run_1/final_congestion.png
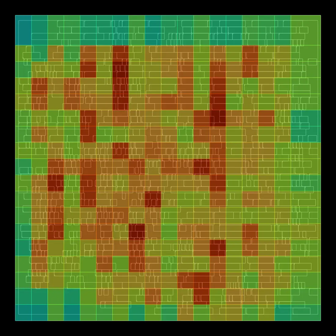
run_1/zoom.png
The bar under the picture is 5 um long. Window x 55 to 75, y 81 to 101 um. Cells in gray, sequential cells in the stronger gray; small squares are vias.
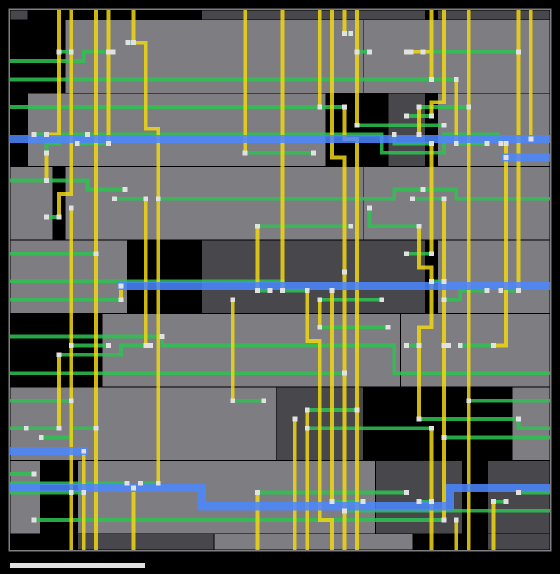
run_1/gate_families.png
The bar under the picture is 50 um long.
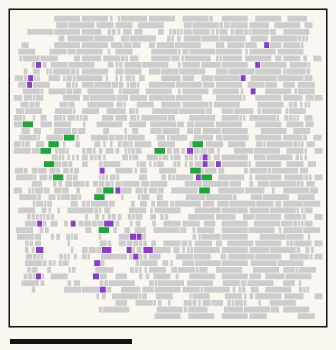
run_1/registers.png
The bar under the picture is 50 um long.
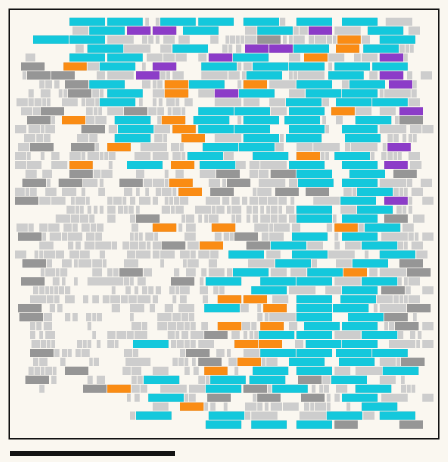
$ cat config.mk
export PLATFORM = sky130hd
export DESIGN_NAME = fb_writer
export DESIGN_NICKNAME = d
export VERILOG_FILES = /design/src/rtl/fb_writer_pkg.sv /design/src/rtl/fb_fifo.sv /design/src/rtl/fb_writer.sv
export SDC_FILE = /design/constraint.sdc
export NUM_CORES = 1
export LEC_CHECK = 0
export CAP_MARGIN = 0
export CORE_UTILIZATION = 60
export CTS_BUF_LIST = sky130_fd_sc_hd__clkbuf_4 sky130_fd_sc_hd__clkbuf_8
export DETAILED_ROUTE_END_ITERATION = 12
export HOLD_SLACK_MARGIN = 0.05
export PLACE_DENSITY_LB_ADDON = 0.2
export SETUP_SLACK_MARGIN = 0.15
export SLEW_MARGIN = 5
export SYNTH_ARGS = -nofsm -noshare
export SYNTH_HDL_FRONTEND = slang
export SYNTH_SLANG_ARGS = --single-unit
export TNS_END_PERCENT = 30
$ cat constraint.sdc
create_clock -name clk_i -period 3.9 [get_ports clk_i]
set_clock_uncertainty 0.1 [all_clocks]
set_input_delay 0.78 -clock clk_i [delete_from_list [all_inputs] [get_ports clk_i]]
set_output_delay 0.78 -clock clk_i [all_outputs]
set_load 0.05 [all_outputs]
$ cat src/rtl/fb_writer_pkg.sv
// fb_writer_pkg
// Shared definitions for the camera framebuffer writer:
//   - default capture geometry (160x120)
//   - SPRAM word/address/mask widths and the two write masks used
//   - FSM state encoding
//   - the packed SPRAM write record carried through the FIFO
//   - RGB565 -> RGB222 conversion (top two bits of each channel)
package fb_writer_pkg;

  localparam int H_PIX_DEFAULT = 160;
  localparam int V_PIX_DEFAULT = 120;

  localparam int ADDR_W = 14;
  localparam int DATA_W = 16;
  localparam int MASK_W = 4;

  // Bit positions of the most significant bit of each RGB565 channel
  localparam int R_HI    = 15;
  localparam int G_HI    = 10;
  localparam int B_HI    = 4;
  localparam int CH_BITS = 2;

  localparam logic [MASK_W-1:0] MASK_FULL = 4'b1111;
  localparam logic [MASK_W-1:0] MASK_LOW  = 4'b0011;

  typedef enum logic [1:0] {
    ST_IDLE,
    ST_CAPTURE,
    ST_FLUSH,
    ST_DONE
  } fbState_t;

  typedef struct packed {
    logic [ADDR_W-1:0] addr;
    logic [DATA_W-1:0] data;
    logic [MASK_W-1:0] mask;
  } fbWord_t;

  // Keeps the two most significant bits of R, G and B and zero-extends
  // the resulting 6-bit colour to a byte.
  function automatic logic [7:0] rgb565ToRgb222(input logic [15:0] pix);
    return {2'b00, pix[R_HI -: CH_BITS], pix[G_HI -: CH_BITS], pix[B_HI -: CH_BITS]};
  endfunction

endpackage

$ cat src/rtl/fb_fifo.sv
// fb_fifo
// Small synchronous FIFO with full/empty flags.
// Ports:
//   clk_i    clock, all logic on rising edge
//   reset_i  synchronous active-high reset (empties the FIFO)
//   flush_i  synchronous discard of all entries (wins over push/pop)
//   push_i   write data_i; ignored when full unless a pop happens too
//   pop_i    advance the head; ignored when empty
//   data_i   entry to write
//   data_o   current head entry (valid when !empty_o)
//   full_o   DEPTH entries stored
//   empty_o  no entries stored
// DEPTH must be a power of two (>= 2).
module fb_fifo #(
  parameter int WIDTH = 8,
  parameter int DEPTH = 4
) (
  input  logic             clk_i,
  input  logic             reset_i,
  input  logic             flush_i,
  input  logic             push_i,
  input  logic             pop_i,
  input  logic [WIDTH-1:0] data_i,
  output logic [WIDTH-1:0] data_o,
  output logic             full_o,
  output logic             empty_o
);

  localparam int AW = $clog2(DEPTH);

  logic [WIDTH-1:0] mem_q [DEPTH];
  logic [AW:0]      wrPtr_q;
  logic [AW:0]      rdPtr_q;
  logic             doPush;
  logic             doPop;

  // Pointers carry one extra wrap bit so equal low bits mean either
  // empty (same wrap) or full (different wrap).
  assign empty_o = (wrPtr_q == rdPtr_q);
  assign full_o  = (wrPtr_q[AW] != rdPtr_q[AW]) &&
                   (wrPtr_q[AW-1:0] == rdPtr_q[AW-1:0]);

  // A push into a full FIFO still fits when the head leaves the same cycle.
  assign doPop  = pop_i && !empty_o;
  assign doPush = push_i && (!full_o || doPop);
  assign data_o = mem_q[rdPtr_q[AW-1:0]];

  // Pointer update; reset and flush both drop every stored entry.
  always_ff @(posedge clk_i) begin
    if (reset_i || flush_i) begin
      wrPtr_q <= '0;
      rdPtr_q <= '0;
    end else begin
      if (doPush) wrPtr_q <= wrPtr_q + 1'b1;
      if (doPop)  rdPtr_q <= rdPtr_q + 1'b1;
    end
  end

  // Storage array; contents need no reset because the pointers gate reads.
  always_ff @(posedge clk_i) begin
    if (doPush && !flush_i) mem_q[wrPtr_q[AW-1:0]] <= data_i;
  end

endmodule

$ cat src/rtl/fb_writer.sv
// fb_writer
// Captures a camera frame of RGB565 pixels, converts each pixel to an
// RGB222 byte, packs pixel pairs into 16-bit words and writes them to
// SPRAM whenever the shared write port is granted.
// Ports:
//   clk_i, reset_i             clock and synchronous active-high reset
//   frame_start_i/frame_end_i  one-cycle frame delimiters
//   pix_valid_i, pix_data_i    pixel strobe and RGB565 data
//   sp_grant_i                 SPRAM write port available this cycle
//   sp_addr_o/sp_wdata_o       registered SPRAM word address/data
//   sp_maskwe_o/sp_we_o        registered nibble mask and write enable
//   frame_count_o              completed frames (wraps)
//   busy_o                     capturing or flushing
//   overflow_o                 sticky: a packed word was dropped
module fb_writer
  import fb_writer_pkg::*;
#(
  parameter int H_PIX      = H_PIX_DEFAULT,
  parameter int V_PIX      = V_PIX_DEFAULT,
  parameter int FIFO_DEPTH = 4
) (
  input  logic              clk_i,
  input  logic              reset_i,
  input  logic              frame_start_i,
  input  logic              pix_valid_i,
  input  logic [15:0]       pix_data_i,
  input  logic              frame_end_i,
  input  logic              sp_grant_i,
  output logic [ADDR_W-1:0] sp_addr_o,
  output logic [DATA_W-1:0] sp_wdata_o,
  output logic [MASK_W-1:0] sp_maskwe_o,
  output logic              sp_we_o,
  output logic [7:0]        frame_count_o,
  output logic              busy_o,
  output logic              overflow_o
);

  localparam int TOTAL = H_PIX * V_PIX;
  localparam int IDX_W = $clog2(TOTAL + 1);
  localparam logic [IDX_W-1:0] LAST_IDX = IDX_W'(TOTAL);

  fbState_t         state_q, state_d;
  logic [IDX_W-1:0] pixIdx_q, pixIdx_d;
  logic [7:0]       lowByte_q, lowByte_d;
  logic             pushValid_q, pushValid_d;
  fbWord_t          pushWord_q, pushWord_d;
  fbWord_t          spWord_q;
  logic             spWe_q;
  logic [7:0]       frameCount_q;
  logic             overflow_q;

  logic             accept;
  logic             abort;
  logic [IDX_W-1:0] newIdx;
  logic [7:0]       pixByte;
  logic             fifoFull;
  logic             fifoEmpty;
  logic             popEn;
  logic             dropWord;
  fbWord_t          fifoHead;

  assign pixByte = rgb565ToRgb222(pix_data_i);

  // Next-state logic. A completed pixel pair (or the trailing odd pixel
  // on entry to FLUSH) is staged in pushWord for one cycle, so the word
  // reaches the FIFO on the cycle after the pixel that finished it.
  always_comb begin
    state_d     = state_q;
    pixIdx_d    = pixIdx_q;
    lowByte_d   = lowByte_q;
    pushValid_d = 1'b0;
    pushWord_d  = pushWord_q;
    accept      = 1'b0;
    abort       = 1'b0;
    newIdx      = pixIdx_q;

    unique case (state_q)
      ST_IDLE: begin
        if (frame_start_i) begin
          state_d  = ST_CAPTURE;
          pixIdx_d = '0;
        end
      end

      ST_CAPTURE: begin
        if (frame_start_i) begin
          abort    = 1'b1;
          pixIdx_d = '0;
        end else begin
          accept = pix_valid_i && (pixIdx_q < LAST_IDX);
          newIdx = pixIdx_q + {{(IDX_W-1){1'b0}}, accept};
          if (accept) begin
            pixIdx_d = newIdx;
            if (!pixIdx_q[0]) begin
              lowByte_d = pixByte;
            end else begin
              pushValid_d = 1'b1;
              pushWord_d  = '{addr: ADDR_W'(pixIdx_q >> 1),
                              data: {pixByte, lowByte_q},
                              mask: MASK_FULL};
            end
          end
          // An odd count here can only come from an unpaired even pixel,
          // which is either this cycle's pixel or the one held in lowByte.
          if (frame_end_i || (newIdx == LAST_IDX)) begin
            state_d = ST_FLUSH;
            if (newIdx[0]) begin
              pushValid_d = 1'b1;
              pushWord_d  = '{addr: ADDR_W'(newIdx >> 1),
                              data: {8'h00, (accept ? pixByte : lowByte_q)},
                              mask: MASK_LOW};
            end
          end
        end
      end

      ST_FLUSH: begin
        if (frame_start_i) begin
          abort    = 1'b1;
          pixIdx_d = '0;
          state_d  = ST_CAPTURE;
        end else if (fifoEmpty && !pushValid_q) begin
          state_d = ST_DONE;
        end
      end

      ST_DONE: begin
        pixIdx_d = '0;
        state_d  = frame_start_i ? ST_CAPTURE : ST_IDLE;
      end

      default: state_d = ST_IDLE;
    endcase
  end

  // Pops are suppressed during an abort so nothing from the discarded
  // frame can reach SPRAM; a push that cannot fit is counted as a drop.
  assign popEn    = sp_grant_i && !fifoEmpty && !abort;
  assign dropWord = pushValid_q && fifoFull && !popEn && !abort;

  fb_fifo #(
    .WIDTH ($bits(fbWord_t)),
    .DEPTH (FIFO_DEPTH)
  ) u_fifo (
    .clk_i   (clk_i),
    .reset_i (reset_i),
    .flush_i (abort),
    .push_i  (pushValid_q),
    .pop_i   (popEn),
    .data_i  (pushWord_q),
    .data_o  (fifoHead),
    .full_o  (fifoFull),
    .empty_o (fifoEmpty)
  );

  // State, capture and SPRAM output registers. The write port fields
  // hold their last value between writes; only sp_we pulses.
  always_ff @(posedge clk_i) begin
    if (reset_i) begin
      state_q      <= ST_IDLE;
      pixIdx_q     <= '0;
      lowByte_q    <= '0;
      pushValid_q  <= 1'b0;
      pushWord_q   <= '0;
      spWord_q     <= '0;
      spWe_q       <= 1'b0;
      frameCount_q <= '0;
    end else begin
      state_q     <= state_d;
      pixIdx_q    <= pixIdx_d;
      lowByte_q   <= lowByte_d;
      pushValid_q <= pushValid_d;
      pushWord_q  <= pushWord_d;
      spWe_q      <= popEn;
      if (popEn) spWord_q <= fifoHead;
      if (state_q == ST_DONE) frameCount_q <= frameCount_q + 8'd1;
    end
  end

  // Sticky drop flag; every frame_start begins a fresh observation window.
  always_ff @(posedge clk_i) begin
    if (reset_i || frame_start_i) begin
      overflow_q <= 1'b0;
    end else if (dropWord) begin
      overflow_q <= 1'b1;
    end
  end

  assign sp_addr_o     = spWord_q.addr;
  assign sp_wdata_o    = spWord_q.data;
  assign sp_maskwe_o   = spWord_q.mask;
  assign sp_we_o       = spWe_q;
  assign frame_count_o = frameCount_q;
  assign busy_o        = (state_q == ST_CAPTURE) || (state_q == ST_FLUSH);
  assign overflow_o    = overflow_q;

endmodule

==> reports/metrics.cfg, run 1 <==
[sta]
max-slew-margin-rel_pct=39.69
hold_viol=0
layout_min_cycle_time_ns=3.517
final_max_slew_viol_count=0
layout_setup_ws_ns=0.3826
setup_tns_ns=0
period_used_pct=90.19

[worst_setup_path]
slowest_delay_ns=0.56
cpLargestDelayFamily=AND-OR/OR-AND gates
critical_path.slowest_cell=or4_4
worst_ep_required_time_ns=4.25
regToRegEndpoint=pushWord_q[27]
cp_common_cell=ha_1
start_kind=input port
cp_num_cells=11
r2r-start=pixIdx_q[10]

[finish]
inverters=9
clock_buffers=60
clk_share_pct=6.853
comb_cells=494
drive_gt1_share_pct=16.48

[logic_synthesis]
synth-xor-area-share_pct=2.048
ys_ff=244
synth.avg_cell_area_sq_um=12.34
ys_seq_share_pct=63.50
topCombFamilyByArea=simple AND/OR/NAND/NOR gates
yosysWarnings=0
async_reset_ff_share_pct=0
synthFlopType=edfxtp_1
synth_nets=833
topCellsByArea=edfxtp_1 (42%), dfxtp_1 (22%), mux4_2 (7.8%)
top_area_cell=edfxtp_1
syn_area_sq_um=9837
yosysChipArea_sq_um=9837

[floorplan]
num_rows=46
chipArea_sq_um=16910
die_h_um=130.0
pin_count=67

[clock_tree]
ctsHoldBuffers=0
cts-resized-gates=0
cts_tree=yes
clk_path_buf_depth=3

[route]
drt_iter0_drc=546
routed_wl_um=21510
final_antenna_net_count=0

[global_routing]
antenna_found_initial=0

[power]
leakage_nw=3.833
pwr-share-comb_pct=8.0
vdd_drop_max_v=0.0002253

[outcome]
status=finished, final reports clean

Notes on final_congestion.png above:
M2 GR Usage: 44.90%
busiest grt layer: met2
met3 Use GR: 4.100%
met1 usage: 35.08%
Routed wire per std cell: 19.20 um

Notes on zoom.png above:
met2 -> yellow
met1 -> green
met3 -> blue
sequential cells in the window = 10
cells with their middle in the window = 15
netlist names of flops here include = u_fifo.mem_q (9), pushWord_q (1)
most frequent = edfxtp_1 (9), xor2_1 (3)

Notes on gate_families.png above:
AND and OR gates -> purple  # cells 28, where spread over the die
adder and majority cells -> green  # cells 14
non-filler cells, final: 1,120
logic share of the area: 29.09%

Notes on registers.png above:
u_fifo.mem_q -> cyan  # sequential cells 136
sp_wdata_o -> purple  # sequential cells 16
pushWord_q -> orange  # sequential cells 34
not colored = 58
seq pwr: 0.00279 W
sequential cell area: 6247 sq um

[run 1: per-layer routing]
| layer | vias up | routed length (um) | GRT usage, % |
|---|---|---|---|
| met5 | - | 0 | 0 |
| met1 | 3274 | 9357 | 35.08 |
| met2 | 220 | 10610 | 44.90 |
| met4 | 0 | 379 | 9.918 |
| met3 | 35 | 1156 | 4.100 |
| li1 | 3076 | - | - |
[run 1: how the worst max path moves through the flow]
stage          slack (ns)         from              to
2_1_floorplan        0.54  pix_valid_i     pushValid_q
3_3_place_gp        -0.03  pix_valid_i     pushValid_q
3_5_place_dp        -0.06  pix_valid_i  pushWord_q[27]
4_1_cts              0.46  pix_valid_i  pushWord_q[27]
5_1_grt              0.19  pix_valid_i  pushWord_q[24]
6_report             0.38  pix_valid_i  pushWord_q[27]
--- run 2 (diff from run 1) ---
--- a/config.mk
+++ b/config.mk
@@ -8,6 +8,7 @@
 export CAP_MARGIN = 0
 export CORE_UTILIZATION = 60
 export CTS_BUF_LIST = sky130_fd_sc_hd__clkbuf_4 sky130_fd_sc_hd__clkbuf_8
+export CTS_CLUSTER_SIZE = 14
 export DETAILED_ROUTE_END_ITERATION = 12
 export HOLD_SLACK_MARGIN = 0.05
 export PLACE_DENSITY_LB_ADDON = 0.2
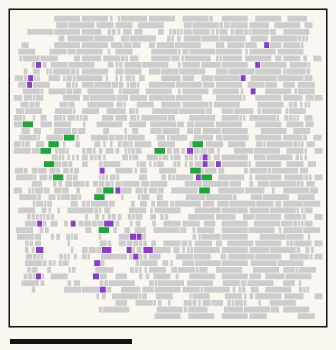
run_2/gate_families.png
The bar under the picture is 50 um long.
AND and OR gates -> purple  # cells 28, where spread over the die
adder and majority cells -> green  # cells 14
Commonest Layout Cell: edfxtp_1

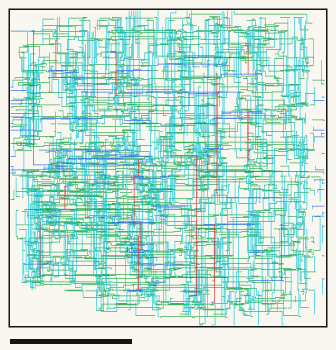
run_2/metal_stack.png
The bar under the picture is 50 um long.
met3 -> blue  # wire length 1,160 um
met4 -> red  # wire length 380 um
met1 -> green  # wire length 9,360 um
met2 -> cyan  # wire length 10,600 um
total wire length: 21,510 um
via count: 6,605
total track usage: 26.63%

==> run 2 against run 1 <==
  * Synthesized cell count unchanged
  * Non-clock buffer count stayed put
  * Highest routed layer unchanged
  * Clock power about the same
  * First-iteration DRC count is the same
  * Combinational power is essentially flat
  * Setup slack unchanged
  * Final cell count is the same
  * Critical path depth did not move
==> reports/metrics.cfg, run 2 <==
[route]
wl_met3_um=1156  ; unchanged
top_layer_used=met4  ; unchanged
routedWlPerCell_um=19.20  ; unchanged
viasPerCell=5.897  ; unchanged
drt_iter0_drc=546  ; unchanged
wl_met2_um=10610  ; unchanged
wl_met1_um=9357  ; unchanged
final_antenna_net_count=0  ; unchanged

[power]
power.switching_w=0.001267  ; unchanged
p_seq_w=0.00279  ; about the same
power_density_nw_per_um2=470.3  ; unchanged
pwr-share-comb_pct=8.0  ; about the same
vdd_drop_max_v=0.0002253  ; unchanged
leakage_nw=3.833  ; unchanged
pg_clk_w=0.00218  ; about the same

[worst_setup_path]
cpLargestDelayFamily=AND-OR/OR-AND gates  ; unchanged
cp-startpoint=pix_valid_i  ; unchanged
cp_num_cells=11  ; unchanged
end_kind=flip-flop  ; unchanged
start_kind=input port  ; unchanged
rr_worst_depth=10  ; unchanged
cp_common_cell=ha_1  ; unchanged
r2r-start=pixIdx_q[10]  ; unchanged
slowest_delay_ns=0.56  ; about the same
worst_ep_required_time_ns=4.25  ; about the same
endpoint=pushWord_q[27]  ; unchanged
regToRegEndpoint=pushWord_q[27]  ; unchanged
critPathKind=input port to flip-flop  ; unchanged
critical_path.slowest_cell=or4_4  ; unchanged

[placement]
pre_cts_ws_ns=-0.05755  ; unchanged
place_area_sq_um=10700  ; unchanged
place_hpwl_um=13300  ; unchanged
place.gp.congestion=0.8835  ; unchanged
io_buffer_count=56  ; unchanged
dp.cells=1052  ; unchanged

[finish]
final_cell_mix=edfxtp_1 (136), dfxtp_1 (107), nand2_1 (97), nor2_1 (87), a21oi_1 (66)  ; unchanged
area_delta_synth_final_pct=16.75  ; unchanged
diodes=0  ; unchanged
drive_gt1_share_pct=16.48  ; unchanged
final_cells=1120  ; unchanged
largest_reg_flops=136  ; unchanged

[global_routing]
grt_pass1_wl_um=33750  ; unchanged
antenna_found_initial=0  ; unchanged
busiest_layer=met2  ; unchanged
use_met2_pct=44.90  ; unchanged
met3_usage_pct=4.100  ; unchanged
grt-ovfl-total=0  ; unchanged
met1_usage_pct=35.08  ; unchanged
grt_pass1_vias=6592  ; unchanged

[logic_synthesis]
yosysWarnings=0  ; unchanged
ys_cells=797  ; unchanged
yosysChipArea_sq_um=9837  ; unchanged
yosysUniqueCellTypes=58  ; unchanged
synth_nets=833  ; unchanged
ys_seq_share_pct=63.50  ; unchanged
synth.avg_cell_area_sq_um=12.34  ; unchanged
synthTopCellsByCount=edfxtp_1 (136), dfxtp_1 (108), nand2_1 (97)  ; unchanged
top_area_cell=edfxtp_1  ; unchanged
ys_ff=244  ; unchanged
async_reset_ff_share_pct=0  ; unchanged
topCellsByArea=edfxtp_1 (42%), dfxtp_1 (22%), mux4_2 (7.8%)  ; unchanged
synthFlopType=edfxtp_1  ; unchanged
yosysTopAreaCellShare_pct=41.52  ; unchanged
synth.most_common_cell=edfxtp_1  ; unchanged
syn_area_sq_um=9837  ; unchanged

[floorplan]
num_rows=46  ; unchanged
fp_util_pct=61.70  ; unchanged
chipArea_sq_um=16910  ; unchanged
die_h_um=130.0  ; unchanged
pin_count=67  ; unchanged
dieWidth_um=130.0  ; unchanged

[clock_tree]
ctsHoldBuffers=0  ; unchanged
ctsHtreeMaxLevel=2  ; unchanged
insertion_delay_ns=0.52  ; about the same
clk_path_buf_depth=3  ; unchanged
cts_setup_buffers=0  ; unchanged
cts_tree=yes  ; unchanged
cts-resized-gates=0  ; unchanged

[sta]
layout_min_cycle_time_ns=3.517  ; unchanged
setup_tns_ns=0  ; unchanged
final_max_slew_viol_count=0  ; unchanged
setup_violations=0  ; unchanged
max-slew-margin-rel_pct=39.69  ; unchanged
layout_setup_ws_ns=0.3826  ; unchanged
hold_viol=0  ; unchanged
period_used_pct=90.19  ; unchanged

[run]
maxCapViolations=0  ; unchanged

[outcome]
status=finished, final reports clean  ; unchanged

[min_path]
hp-start=sp_addr_o[7]  ; unchanged

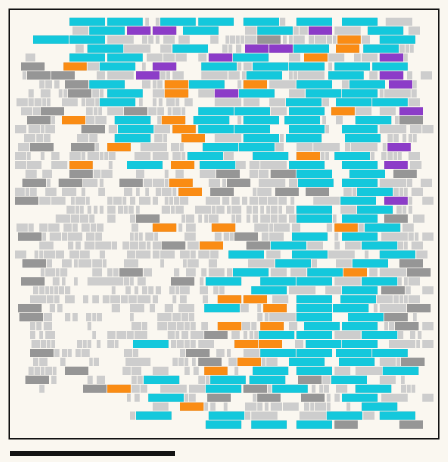
run_2/registers.png
The bar under the picture is 50 um long.
u_fifo.mem_q -> cyan  # sequential cells 136
pushWord_q -> orange  # sequential cells 34
sp_wdata_o -> purple  # sequential cells 16
register share of the cell area: 54.40%
final core occ: 72.04%

==> run 2: cell type report <==
cell class	instances	area, sq um
flip-flops and latches	244	6247
fillers	1065	4458
multi-input cells	494	3341
repair buffers	89	805.8
clock buffers	60	719.4
well taps	216	270.3
clock inverters	8	67.56
inverters	9	33.78
==> run 2: logic make-up (layout without fill, tap and decap cells) <==
logic type,after synthesis,count (layout),synth area share [%]
adder cells (fa/ha/maj),14,14,1.781
buffers and inverters,59,166,2.582
multiplexers,44,44,8.802
flip-flops,244,244,63.50
AND-OR/OR-AND,136,136,8.140
XOR/XNOR,23,23,2.048
AND/OR/NAND/NOR,277,277,13.15
Power and IR drop assume default switching activity.
